**config.mk**
```make
export PLATFORM = sky130hd
export DESIGN_NAME = keypad_lock_ctrl
export DESIGN_NICKNAME = d
export VERILOG_FILES = /design/src/rtl/lock_pkg.sv /design/src/rtl/keypad_lock_ctrl_code_buffer.sv /design/src/rtl/keypad_lock_ctrl.sv
export SDC_FILE = /design/constraint.sdc
export NUM_CORES = 1
export LEC_CHECK = 0
export CORE_MARGIN = 4
export CORE_UTILIZATION = 56
export CTS_BUF_LIST = sky130_fd_sc_hd__clkbuf_4 sky130_fd_sc_hd__clkbuf_8 sky130_fd_sc_hd__clkbuf_16
export DETAILED_ROUTE_END_ITERATION = 10
export PLACE_DENSITY = 0.75
export SETUP_SLACK_MARGIN = 0.15
export SLEW_MARGIN = 30
export SYNTH_ARGS = -nofsm -noshare
export SYNTH_HDL_FRONTEND = slang
export SYNTH_HIERARCHICAL = 1
export SYNTH_SLANG_ARGS = --single-unit
```
**constraint.sdc**
```tcl
create_clock -name hwclk -period 2.8 [get_ports hwclk]
set_input_delay 0.56 -clock hwclk [delete_from_list [all_inputs] [get_ports hwclk]]
set_output_delay 0.56 -clock hwclk [all_outputs]
set_load 0.01 [all_outputs]
```
**src/rtl/lock_pkg.sv**
```systemverilog
// Shared types and constants for the keypad code-lock controller.
// Imported by the lock FSM and its digit buffer.
package lock_pkg;

  typedef enum logic [2:0] {
    LOCKED,
    UNLOCKED,
    NEW_CODE,
    CONFIRM,
    LOCKOUT
  } state_t;

  typedef logic [3:0] bcd_t;

  localparam bcd_t KEY_CLEAR_CODE = 4'hA;
  localparam bcd_t KEY_ENTER_CODE = 4'hB;

  function automatic logic is_bcd(bcd_t k);
    return k <= 4'd9;
  endfunction

endpackage

```
**src/rtl/keypad_lock_ctrl_code_buffer.sv**
```systemverilog
// Digit entry window: shift register plus saturating count.
// Once full, new digits push the oldest one out.
module code_buffer
  import lock_pkg::*;
#(
  parameter int DIGITS = 6
) (
  input  logic                         clk_i,
  input  logic                         rst_i,
  input  logic                         shift_i,
  input  logic                         clr_i,
  input  bcd_t                         digit_i,
  output logic [4*DIGITS-1:0]          buf_o,
  output logic [$clog2(DIGITS+1)-1:0]  cnt_o,
  output logic                         full_o
);

  localparam int BW = 4 * DIGITS;
  localparam int CW = $clog2(DIGITS + 1);
  localparam logic [CW-1:0] FULL_CNT = CW'(DIGITS);

  logic [BW-1:0] buf_q, buf_d;
  logic [CW-1:0] cnt_q, cnt_d;

  assign full_o = (cnt_q == FULL_CNT);
  assign buf_o  = buf_q;
  assign cnt_o  = cnt_q;

  // Clear wins over shift; count stops at DIGITS.
  always_comb begin
    buf_d = buf_q;
    cnt_d = cnt_q;
    if (clr_i) begin
      buf_d = '0;
      cnt_d = '0;
    end else if (shift_i) begin
      buf_d = BW'({buf_q, digit_i});
      if (!full_o) cnt_d = cnt_q + CW'(1);
    end
  end

  // Window and count registers.
  always_ff @(posedge clk_i or posedge rst_i) begin
    if (rst_i) begin
      buf_q <= '0;
      cnt_q <= '0;
    end else begin
      buf_q <= buf_d;
      cnt_q <= cnt_d;
    end
  end

endmodule

```
**src/rtl/keypad_lock_ctrl.sv**
```systemverilog
// Keypad code lock: user/master code check, two-step code
// change with confirmation, and failed-attempt lockout.
module keypad_lock_ctrl
#(
  parameter int                 DIGITS         = 6,
  parameter logic [4*DIGITS-1:0] MASTER_CODE   = 24'h555116,
  parameter logic [4*DIGITS-1:0] DEFAULT_UC    = 24'h666666,
  parameter int                 MAX_TRIES      = 3,
  parameter int                 LOCKOUT_CYCLES = 36000000,
  parameter logic [3:0]         KEY_CLEAR      = lock_pkg::KEY_CLEAR_CODE,
  parameter logic [3:0]         KEY_ENTER      = lock_pkg::KEY_ENTER_CODE
) (
  input  logic                          hwclk,
  input  logic                          reset,
  input  logic [3:0]                    key,
  input  logic                          key_valid,
  output logic                          unlocked,
  output logic                          programming,
  output logic                          locked_out,
  output logic                          ok_pulse,
  output logic                          err_pulse,
  output logic [$clog2(DIGITS+1)-1:0]   digit_count,
  output logic [$clog2(MAX_TRIES+1)-1:0] tries_left
);

  import lock_pkg::*;

  localparam int BW  = 4 * DIGITS;
  localparam int TRW = $clog2(MAX_TRIES + 1);
  localparam int TMW = (LOCKOUT_CYCLES > 1) ?
                       $clog2(LOCKOUT_CYCLES) : 1;
  localparam logic [TRW-1:0] TRIES_INIT = TRW'(MAX_TRIES);
  localparam logic [TMW-1:0] TIMER_INIT = TMW'(LOCKOUT_CYCLES - 1);

  state_t         state_q, state_d;
  logic [TRW-1:0] tries_q, tries_d;
  logic [TMW-1:0] timer_q, timer_d;
  logic [BW-1:0]  uc_q, uc_d;
  logic [BW-1:0]  pend_q, pend_d;
  logic           ok_q, ok_d;
  logic           err_q, err_d;
  logic           unl_q, prog_q, lo_q;

  logic           is_dig, is_clr, is_ent;
  logic           buf_shift, buf_clr, buf_full;
  logic [BW-1:0]  buf_val;

  assign is_dig = key_valid && is_bcd(key);
  assign is_clr = key_valid && (key == KEY_CLEAR);
  assign is_ent = key_valid && (key == KEY_ENTER);

  code_buffer #(
    .DIGITS (DIGITS)
  ) u_buf (
    .clk_i   (hwclk),
    .rst_i   (reset),
    .shift_i (buf_shift),
    .clr_i   (buf_clr),
    .digit_i (key),
    .buf_o   (buf_val),
    .cnt_o   (digit_count),
    .full_o  (buf_full)
  );

  // Next-state, tries, timer, code registers and pulses.
  always_comb begin
    state_d   = state_q;
    tries_d   = tries_q;
    timer_d   = timer_q;
    uc_d      = uc_q;
    pend_d    = pend_q;
    ok_d      = 1'b0;
    err_d     = 1'b0;
    buf_shift = 1'b0;
    buf_clr   = 1'b0;
    unique case (state_q)
      LOCKED: begin
        buf_shift = is_dig;
        buf_clr   = is_clr | is_ent;
        if (is_ent) begin
          if (buf_full && buf_val == uc_q) begin
            state_d = UNLOCKED;
            ok_d    = 1'b1;
            tries_d = TRIES_INIT;
          end else if (buf_full && buf_val == MASTER_CODE) begin
            state_d = NEW_CODE;
            tries_d = TRIES_INIT;
          end else begin
            err_d = 1'b1;
            if (tries_q <= TRW'(1)) begin
              tries_d = '0;
              timer_d = TIMER_INIT;
              state_d = LOCKOUT;
            end else begin
              tries_d = tries_q - TRW'(1);
            end
          end
        end
      end
      UNLOCKED: begin
        buf_clr = is_ent;
        if (is_ent) state_d = LOCKED;
      end
      NEW_CODE: begin
        buf_shift = is_dig;
        buf_clr   = is_clr | is_ent;
        if (is_ent) begin
          if (buf_full) begin
            pend_d  = buf_val;
            state_d = CONFIRM;
          end else begin
            err_d = 1'b1;
          end
        end
      end
      CONFIRM: begin
        buf_shift = is_dig;
        buf_clr   = is_clr | is_ent;
        if (is_ent) begin
          state_d = LOCKED;
          if (buf_full && buf_val == pend_q) begin
            uc_d = pend_q;
            ok_d = 1'b1;
          end else begin
            err_d = 1'b1;
          end
        end
      end
      LOCKOUT: begin
        if (timer_q == '0) begin
          state_d = LOCKED;
          tries_d = TRIES_INIT;
        end else begin
          timer_d = timer_q - TMW'(1);
        end
      end
      default: state_d = LOCKED;
    endcase
  end

  // State, counters, codes and registered outputs.
  always_ff @(posedge hwclk or posedge reset) begin
    if (reset) begin
      state_q <= LOCKED;
      tries_q <= TRIES_INIT;
      timer_q <= '0;
      uc_q    <= DEFAULT_UC;
      pend_q  <= '0;
      ok_q    <= 1'b0;
      err_q   <= 1'b0;
      unl_q   <= 1'b0;
      prog_q  <= 1'b0;
      lo_q    <= 1'b0;
    end else begin
      state_q <= state_d;
      tries_q <= tries_d;
      timer_q <= timer_d;
      uc_q    <= uc_d;
      pend_q  <= pend_d;
      ok_q    <= ok_d;
      err_q   <= err_d;
      unl_q   <= (state_d == UNLOCKED);
      prog_q  <= (state_d == NEW_CODE) ||
                 (state_d == CONFIRM);
      lo_q    <= (state_d == LOCKOUT);
    end
  end

  assign unlocked    = unl_q;
  assign programming = prog_q;
  assign locked_out  = lo_q;
  assign ok_pulse    = ok_q;
  assign err_pulse   = err_q;
  assign tries_left  = tries_q;

endmodule

```
### Logic cells by family

Scale bar: 20 um.
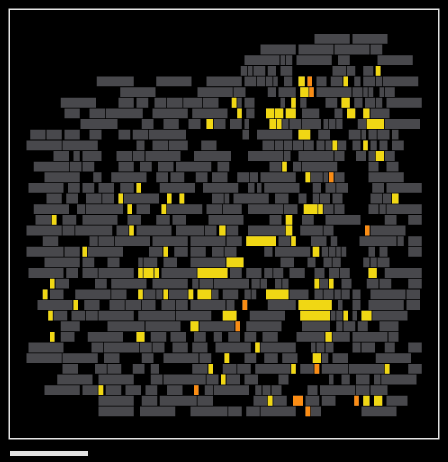
[yellow] NOR gates | cells: 79
[orange] inverters | cells: 11

### M4 wires

Scale bar: 20 um.
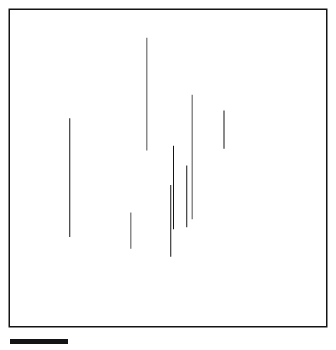
wire length on this layer: 222 um
main direction: vertical
nets with wire on the layer: 7

### Wiring by layer

Scale bar: 20 um.
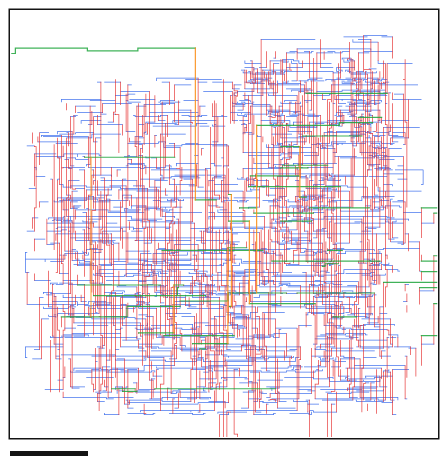
[blue] metal 1 | wire length: 5550 um
[green] metal 3 | wire length: 599 um
[orange] metal 4 | wire length: 222 um
[red] metal 2 | wire length: 6430 um

### Cell outlines without signal wires

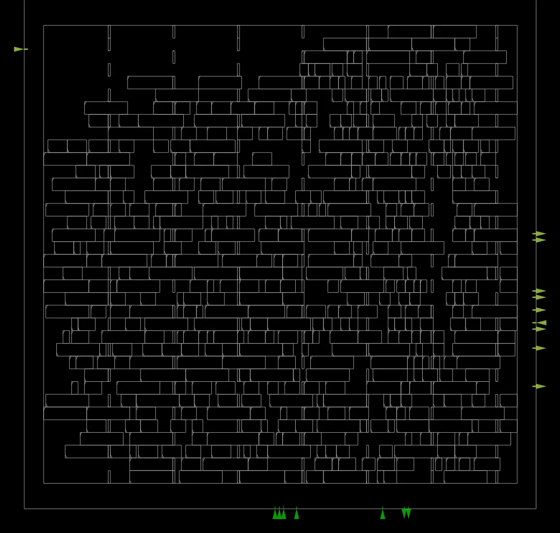
core area: 0.00991 mm2
share of cell area taken by flip-flops and latches: 43.6%
Flop Count: 111
number of fillers in the final layout: 784

### Cells colored by class

Scale bar: 20 um. Fill, decap, tap and diode cells in gray.
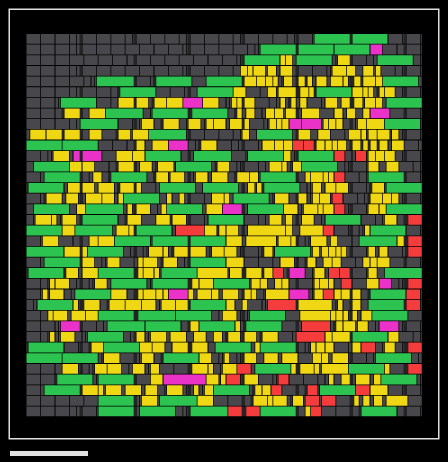
[magenta] clock drivers and dummy loads | cells: 16
[green] flops | cells: 111
[yellow] combinational and other logic | cells: 379
[red] other buffers and delay cells | cells: 37

==> summary.txt <==
Implementation summary

The run finished with clean final reports. The cell area reported after detailed placement is between 0.006 and 0.007 mm2. The cell-mix breakdown from Yosys lists the compound-gate area share as 11.1%. The slew at the pin closest to its max-slew limit is 0.741 ns.

The critical path goes through inv_1 > ha_1 > and2_1 > nand2_1 > nor4b_4 > nand3_1 > nor3_4 > buf_12 > mux2_2. The number of design-rule violations left by the first detailed-router iteration is 202. The largest net degree at the start of global routing is 32. The max-cap check violation count is 0. The final cell count without fillers is ~680. Wire segments on met2 add up to 6430 um in the final route. The top flip-flop cell by instance count after synthesis is dfrtp_1.

In this run, synthesis inferred 0 flip-flops with an integrated enable. The placement summary gives the final routability congestion estimate as 0.870. Each instance of the synthesized netlist takes up on average 11.2 um2. The critical path's slowest stage uses the library cell dfrtp_1. In this run the clock root is driven by a clkbuf_8.

The clock share of power is 20.1%. The total die size is 0.0120 mm2. STA lists the maximum fanout along the critical path as 24. TritonCTS built the clock tree. The cell resize tally after clock tree synthesis is 0. The global-route met2 utilization is 38.5%. The power of the clock network is between 0.001 and 0.0015 W. The flow reports power dissipated in sequential cells as about 0.0024 W.

The final count of negative-setup-slack endpoints is 0. STA classifies the critical path endpoint as a flop. The overall power after layout is 0.00517 W. The number of buffers added for setup after CTS is 3. The pre-antenna-repair detailed-routing pass consisted of 4 iterations. The number of cells on the worst reg-to-reg path is 9. The peak clock frequency supported by timing is 394 MHz. The main area contributors are dfrtp_1, mux2_2, dfstp_2, xnor2_1, mux2i_1. The post-route setup TNS is 0 ns. The worst setup slack after placement is ~0.13 ns. The portion of the clock cycle consumed by the worst path in the final layout is 90.6%.

The number of global-route vias before repair is 4190. The worst-skew pair later-pin latency is 0.40 ns. The tightest hold path in the finished design has a slack of approximately 0.5 ns. The finished cells cover between 0.006 and 0.007 mm2. The setup skew after layout is 0.0122 ns. In this run switching power makes up 38.9% of total power. The power share of the combinational group is 32.8%. The area fraction of the dominant cell type after synthesis is 42.2%. The internal portion of the total power is roughly 0.0032 W. The end point of the worst hold path is tries_left[0]. The net switching power of the design is 0.00201 W.

Hold analysis shows the worst path with a depth of 1. The maximum count of clock buffers along a single path is 2. The largest total area in the synthesized netlist belongs to dfrtp_1. Yosys reports a chip area of approximately 0.0058 mm2. The total buffers and inverters traversed by the critical path is 2. Per the slew report, the remaining headroom to the max-slew limit stands at roughly half. The clock period minus final worst setup slack is between 2 and 3 ns. The count of mapped cells out of synthesis is between 500 and 600. The global-route met3 utilization is around 5.0%. The global-route wire length before repair is 21500 um.

The most common cell after layout, fill and taps aside is dfrtp_1. The gate-level netlist out of Yosys references 67 unique cell types. The sequential-to-total area share from yosys stat is just under 50%. TritonRoute output was used to compute an average wire per cell of approximately 19 um. The deepest level of the CTS H-tree is 3.

The most common logic cells in the final layout are dfrtp_1, mux2_2, nor2_1, xnor2_1, mux2i_1. For flop-to-flop paths, the worst setup slack is 0.26 ns. The arithmetic-cell share of the synthesized area counting full adders, half adders and majority gates is 0.870%. Per the power-grid run, VDD falls by no more than between 0.4 and 0.5 mV. The flip-flop and latch count after synthesis is roughly 110. Looking at the power breakdown, sequential logic takes 47.0% of the total. The post-layout worst setup margin is 0.263 ns. The number of nets in the synthesized netlist is 524. Signal routing reaches up to met4.
==> synth_stat cells (4+ instances only) <==
library cell   n
inv_1         10
o22a_1         5
nor4_2         4
dfstp_2       14
mux2i_1       24
dfrtp_1       97
ha_1           4
xor2_1        10
o2bb2ai_1      7
o21ai_0       13
a21oi_1       15
or2_2          8
buf_2         11
nand2_1       23
and3_1         9
nand4_1       11
o221ai_1       4
nor4_1         8
a31oi_1        4
nor3_1        11
mux2_2        48
xnor2_1       35
a211oi_1       5
nand3_1       10
clkbuf_1       7
or3_1          6
and2_1         4
nor2_1        44
a2bb2oi_1      6
==> final cells by class <==
class	count	area, um2
Tap cell	133	166
Clock inverter	6	72.6
Multi-Input combinational cell	368	2830
Sequential cell	111	2800
Fill cell	784	3490
Clock buffer	10	138
Timing Repair Buffer	37	368
Inverter	11	45.0
Power is estimated from default activity; no workload was simulated.
